## config.mk

```make
export PLATFORM = sky130hd
export DESIGN_NAME = av_demo_core
export DESIGN_NICKNAME = d
export VERILOG_FILES = /design/src/rtl/av_demo_core.sv
export SDC_FILE = /design/constraint.sdc
export NUM_CORES = 1
export LEC_CHECK = 0
export CELL_PAD_IN_SITES_DETAIL_PLACEMENT = 1
export CELL_PAD_IN_SITES_GLOBAL_PLACEMENT = 1
export CORE_MARGIN = 5
export CORE_UTILIZATION = 43
export CTS_CLUSTER_DIAMETER = 200
export DETAILED_ROUTE_END_ITERATION = 16
export GPL_TIMING_DRIVEN = 0
export HOLD_SLACK_MARGIN = 0.08
export PLACE_DENSITY = 0.8
export RECOVER_POWER = 25
export SLEW_MARGIN = 20
export SYNTH_ARGS = -nofsm -noshare
export SYNTH_HDL_FRONTEND = slang
export SYNTH_SLANG_ARGS = --single-unit
```

## constraint.sdc

```tcl
create_clock -name clk -period 2 [get_ports clk]
set_clock_uncertainty 0.1 [all_clocks]
set_input_delay 0.2 -clock clk [delete_from_list [all_inputs] [get_ports clk]]
set_output_delay 0.2 -clock clk [all_outputs]
set_load 0.005 [all_outputs]
```

## src/rtl/av_demo_core.sv

```systemverilog
// VGA timing + four frame-latched test patterns + line-rate sawtooth PWM audio.
// Every output is registered one clock behind the raster counters it derives from.
module av_demo_core #(
  parameter int unsigned H_ACTIVE  = 640,
  parameter int unsigned H_FP      = 16,
  parameter int unsigned H_SYNC    = 96,
  parameter int unsigned H_BP      = 48,
  parameter int unsigned V_ACTIVE  = 480,
  parameter int unsigned V_FP      = 10,
  parameter int unsigned V_SYNC    = 2,
  parameter int unsigned V_BP      = 33,
  parameter int unsigned COLOR_W   = 2,
  parameter int unsigned PWM_W     = 8,
  parameter int unsigned ACC_W     = 16,
  parameter int unsigned SEL_W     = 2,
  parameter int unsigned STEP_BASE = 64
) (
  input  logic               clk,
  input  logic               rst_n,
  input  logic [1:0]         vga_state,
  input  logic [SEL_W-1:0]   audio_select,
  output logic [COLOR_W-1:0] vga_r,
  output logic [COLOR_W-1:0] vga_g,
  output logic [COLOR_W-1:0] vga_b,
  output logic               hsync,
  output logic               vsync,
  output logic               de,
  output logic               frame_tick,
  output logic               pwm_out
);

  localparam int unsigned H_TOTAL  = H_ACTIVE + H_FP + H_SYNC + H_BP;
  localparam int unsigned V_TOTAL  = V_ACTIVE + V_FP + V_SYNC + V_BP;
  localparam int unsigned HW       = $clog2(H_TOTAL);
  localparam int unsigned VW       = $clog2(V_TOTAL);
  localparam int unsigned HS_START = H_ACTIVE + H_FP;
  localparam int unsigned HS_END   = HS_START + H_SYNC;
  localparam int unsigned VS_START = V_ACTIVE + V_FP;
  localparam int unsigned VS_END   = VS_START + V_SYNC;
  localparam int unsigned BAR_LEN  = H_ACTIVE / 8;
  localparam int unsigned BAR_CW   = (BAR_LEN > 1) ? $clog2(BAR_LEN) : 1;
  localparam int unsigned GRAD_SH  = $clog2(H_ACTIVE) - COLOR_W;
  localparam int unsigned HV_W     = (HW > VW) ? HW : VW;
  // Scroll sums wrap at the wider of the raster counters and the 8-bit frame count.
  localparam int unsigned SUM_W    = (HV_W > 8) ? HV_W : 8;

  logic [HW-1:0]      h;
  logic [VW-1:0]      v;
  logic [1:0]         mode;
  logic [7:0]         fc;
  logic [BAR_CW-1:0]  bar_sub;
  logic [2:0]         bar_k;
  logic [ACC_W-1:0]   acc;
  logic [ACC_W-1:0]   step_c;
  logic [PWM_W-1:0]   pwm_cnt;
  logic [PWM_W-1:0]   duty;
  logic               h_last_c;
  logic               v_last_c;
  logic               active_c;
  logic               hs_c;
  logic               vs_c;
  logic               chk_c;
  logic [SUM_W-1:0]   hsum_c;
  logic [SUM_W-1:0]   vsum_c;
  logic [COLOR_W-1:0] r_c;
  logic [COLOR_W-1:0] g_c;
  logic [COLOR_W-1:0] b_c;

  assign h_last_c = (h == HW'(H_TOTAL - 1));
  assign v_last_c = (v == VW'(V_TOTAL - 1));
  assign active_c = (h < HW'(H_ACTIVE)) && (v < VW'(V_ACTIVE));
  assign hs_c     = !((h >= HW'(HS_START)) && (h < HW'(HS_END)));
  assign vs_c     = !((v >= VW'(VS_START)) && (v < VW'(VS_END)));
  assign chk_c    = h[5] ^ v[5];
  assign hsum_c   = SUM_W'(h) + SUM_W'(fc);
  assign vsum_c   = SUM_W'(v) + SUM_W'(fc);
  assign step_c   = ACC_W'(audio_select) * ACC_W'(STEP_BASE);

  // Raster counters, frame-end mode latch and frame counter.
  always_ff @(posedge clk or negedge rst_n) begin
    if (!rst_n) begin
      h    <= '0;
      v    <= '0;
      mode <= '0;
      fc   <= '0;
    end else begin
      h <= h_last_c ? '0 : h + HW'(1);
      if (h_last_c) begin
        v <= v_last_c ? '0 : v + VW'(1);
        if (v_last_c) begin
          mode <= vga_state;
          fc   <= fc + 8'd1;
        end
      end
    end
  end

  // Bar index tracks h without a divider; both are zero whenever h is zero.
  always_ff @(posedge clk or negedge rst_n) begin
    if (!rst_n) begin
      bar_sub <= '0;
      bar_k   <= '0;
    end else if (h_last_c) begin
      bar_sub <= '0;
      bar_k   <= '0;
    end else if (bar_sub == BAR_CW'(BAR_LEN - 1)) begin
      bar_sub <= '0;
      bar_k   <= bar_k + 3'd1;
    end else begin
      bar_sub <= bar_sub + BAR_CW'(1);
    end
  end

  // Pattern colour for the current counter position.
  always_comb begin
    r_c = '0;
    g_c = '0;
    b_c = '0;
    case (mode)
      2'd0: begin
        r_c = {COLOR_W{bar_k[2]}};
        g_c = {COLOR_W{bar_k[1]}};
        b_c = {COLOR_W{bar_k[0]}};
      end
      2'd1: begin
        r_c = {COLOR_W{chk_c}};
        g_c = {COLOR_W{chk_c}};
        b_c = {COLOR_W{chk_c}};
      end
      2'd2: begin
        r_c = COLOR_W'(h >> GRAD_SH);
        g_c = COLOR_W'(h >> GRAD_SH);
        b_c = COLOR_W'(h >> GRAD_SH);
      end
      default: begin
        r_c = COLOR_W'(hsum_c >> 4);
        g_c = COLOR_W'(vsum_c >> 4);
        b_c = r_c ^ g_c;
      end
    endcase
  end

  always_ff @(posedge clk or negedge rst_n) begin
    if (!rst_n) begin
      vga_r      <= '0;
      vga_g      <= '0;
      vga_b      <= '0;
      hsync      <= 1'b1;
      vsync      <= 1'b1;
      de         <= 1'b0;
      frame_tick <= 1'b0;
    end else begin
      vga_r      <= active_c ? r_c : '0;
      vga_g      <= active_c ? g_c : '0;
      vga_b      <= active_c ? b_c : '0;
      hsync      <= hs_c;
      vsync      <= vs_c;
      de         <= active_c;
      frame_tick <= (h == '0) && (v == '0);
    end
  end

  // Sawtooth phase steps once per line; duty reloads only at PWM wrap using pre-step acc.
  always_ff @(posedge clk or negedge rst_n) begin
    if (!rst_n) begin
      acc     <= '0;
      pwm_cnt <= '0;
      duty    <= '0;
      pwm_out <= 1'b0;
    end else begin
      if (audio_select == '0) begin
        acc <= '0;
      end else if (h_last_c) begin
        acc <= acc + step_c;
      end
      pwm_cnt <= pwm_cnt + PWM_W'(1);
      if (pwm_cnt == {PWM_W{1'b1}}) begin
        duty <= acc[ACC_W-1 -: PWM_W];
      end
      pwm_out <= (audio_select != '0) && (pwm_cnt < duty);
    end
  end

endmodule

```

Figure 1. Clock routing.
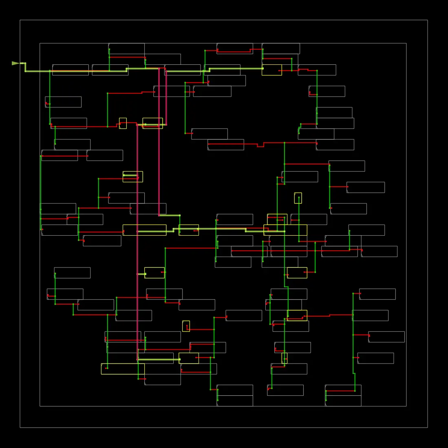
CTS buffer count: 9
# clk buffers: 10
clk ins delay skew pair: 0.36 ns
Clock group: 1400 uW

Figure 2. Port wiring.
(4 px per um)
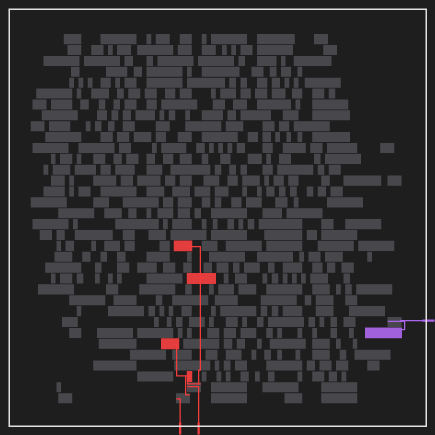
[audio_select] red | direction: input | end cells: 4 | buffers: 2 | wire: 80.7 um
[pwm_out] purple | direction: output | end cells: 1 | buffers: 1 | wire: 13.0 um

==> results.py <==
# Metrics from the implementation run
metrics = {
    "die": {
        "floorplan.core_util_pct": 43.86,
        "die-area_um2": 10780,
        "core-area_um2": 8636,
        "die_y_um": 103.9,
        "placementRows": 34,
        "die_width_um": 103.9,
        "ios": 17,
    },
    "synth": {
        "ys_sh_adder_pct": 8.788,
        "yosys-stat-area_um2": 3787,
        "edf_count": 0,
        "synth_top_area_share_pct": 48.23,
        "ys_cells": 367,
        "synth_cell_types": 46,
        "common_cells": "dfrtp_1 (73), nand2_1 (40), nor2_1 (31), ha_1 (25), xnor2_1 (25)",
        "synth.largest_area_cell": "dfrtp_1",
        "ys_sh_aoi_pct": 8.061,
        "synth.area.mux_share_pct": 1.454,
        "synthCells": 367,
        "synth_async_sr_flop_share_pct": 100.0,
        "fp_nets": 399,
        "simple_gate_share_pct": 18.47,
        "ys_sh_xor_pct": 10.41,
        "netlist_area_um2": 3787,
        "flop_cell": "dfrtp_1",
        "ys_top_cells_by_area": "dfrtp_1 (48%), ha_1 (8.3%), xnor2_1 (5.8%)",
        "top_cell": "dfrtp_1",
        "ys.flops": 75,
        "yosysWarnings": 0,
        "syn_avg_cell_area_um2": 10.32,
        "top_logic_kind": "simple AND/OR/NAND/NOR gates",
        "ys_seq_share_pct": 49.62,
    },
    "clock_tree": {
        "cts_max_level": 3,
        "ctsRootBufferMaster": "clkbuf_8",
        "cts_setup_buffers": 20,
        "cts_resized": 34,
        "tritoncts": "yes",
        "cts_hold_buf": 1,
        "clk_pin_slew_ns": 0.08,
        "cts_max_path_buffers": 2,
        "clock_sinks": 75,
    },
    "final_layout": {
        "syn_to_final_growth_pct": 26.10,
        "mostFrequentLayoutCells": "dfrtp_1 (65), nand2_1 (39), nor2_1 (29), xnor2_1 (22), ha_1 (20)",
        "n_antenna_cell": 0,
        "drive_above_1_share_pct": 22.73,
        "layout_top_cell": "dfrtp_1",
        "biggestRegsByFlops": "acc x10, h x10, v x10",
        "utilization_pct": 55.30,
        "nets": 445,
        "instances_no_fill": 526,
        "nFillCells": 937,
        "design_area_um2": 4776,
    },
    "pwr": {
        "power_density_nw_per_um2": 621.6,
        "p_seq_share_pct": 51.0,
        "power_leader": "registers",
        "p_seq_uw": 1520,
        "switching_share_pct": 20.80,
        "clkPwrFrac_pct": 47.3,
        "ir_worst_vdd_mv": 0.4309,
        "p_leak_uw": 0.002149,
        "pwr-share-comb_pct": 1.7,
        "p_int_uw": 2351,
        "p_sw_uw": 617.5,
        "powerComb_uw": 50.9,
        "total_power_uw": 2969,
    },
    "final_timing": {
        "hold_ws_ns": 0.3549,
        "hold_violations": 0,
        "fmax_mhz": 481.7,
        "rsz0062_at_grt": "yes",
        "max_slew_margin_pct": 34.62,
        "finalCritPeriodShare_pct": 103.8,
        "setup_slack_ns": -0.07578,
        "slew_viol_final": 0,
        "finalSetupViolations": 9,
        "worstMarginPinSlew_ns": 0.9807,
        "post-route-min-period_ns": 2.076,
        "tns_ns": -0.2567,
    },
    "placement": {
        "dpl_cell_area_um2": 4110,
        "hpwl_mm": 5.968,
        "gp_congestion": 0.7855,
        "io_buffers": 16,
        "pre_cts_ws_ns": -0.5387,
        "dp_cells": 492,
    },
    "critical_path": {
        "reg2reg_slack_ns": -0.08,
        "critPathSlowestCell": "dfrtp_1",
        "start_kind": "flip-flop",
        "worstSetupEndpointType": "flip-flop",
        "ff2ff_path_depth": 7,
        "r2r-end": "vga_g[0]",
        "cpPeakStageDelay_ns": 0.45,
        "critPathKind": "flip-flop to flip-flop",
        "cp_data_required_time_ns": 2.13,
        "reg2reg_from": "v[1]",
        "worstPathCellList": "ha_4 -> a311o_1 -> a21oi_2 -> buf_4 -> xnor2_2 -> a311oi_1 -> nor2b_1",
        "cp_max_fo": 2,
        "critPathTopFamily": "AND-OR/OR-AND gates",
        "worst-path-buf-inv": 1,
        "critical_path_arrival_ns": 2.21,
    },
    "hold_path": {
        "hold_end": "bar_sub[0]",
        "hp-start": "bar_sub[0]",
        "min_path_cells": 1,
        "hold_path.class": "flip-flop to flip-flop",
    },
    "run_status": {
        "violations": "setup timing",
        "status": "finished, violations left",
    },
    "routing": {
        "first_pass_iters": 6,
        "vias": 2904,
        "ant_nets": 0,
        "drt_iter0_drc": 129,
        "wl_mm": 9.799,
        "viasPerCell": 5.521,
        "top_layer": "met4",
        "routedWlPerCell_um": 18.63,
        "drc": 0,
        "drt-met1-wl_mm": 4.162,
        "met2_length_mm": 5.091,
        "wl_met3_um": 249,
    },
    "grt": {
        "met2_usage_pct": 32.19,
        "grt_util_all_layers_pct": 18.39,
        "grt_max_degree": 59,
        "grt-busiest-layer": "met2",
        "gr-total-overflow": 0,
        "met1_usage_pct": 22.00,
        "antenna_found_initial": 0,
        "grt_first_pass_wirelength_mm": 16.13,
        "use_met3_pct": 3.228,
        "grt_pass1_vias": 3261,
    },
    "job": {
        "max-cap-violations": 0,
        "warnings": 31,
    },
}
Figure 3. Gate-type map.
(4 px per um)
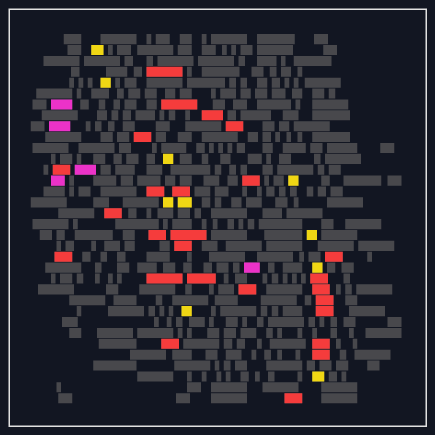
[adder and majority cells] red | cells: 26
[AND-OR and OR-AND gates] yellow | cells: 10
[multiplexers] magenta | cells: 5

-- worst max-delay path by stage --
stage | depth (start not counted) | endpoint | start | slack (ns)
floorplan | 7 | mode[0] | v[5] | -0.007
global placement | 1 | de | rst_n | -2.05
detailed placement | 7 | mode[0] | v[5] | -0.54
CTS | 6 | acc[15] | h[5] | -0.03
global route | 7 | vga_g[0] | fc[1] | -0.14
finish | 7 | vga_g[0] | v[1] | -0.08
-- area by class of cell --
type	instances	area, um2	share of cell area (%)
Inverter	16	60.06	1.258
Timing Repair Buffer	39	359.1	7.519
Sequential cell	75	1889	39.56
Buffer	9	57.56	1.205
Tap cell	108	135.1	2.829
Clock buffer	10	127.6	2.672
Multi-Input combinational cell	263	2042	42.76
Clock inverter	6	105.1	2.201
Power figures rest on the tool's default switching activity, not on a simulated workload.
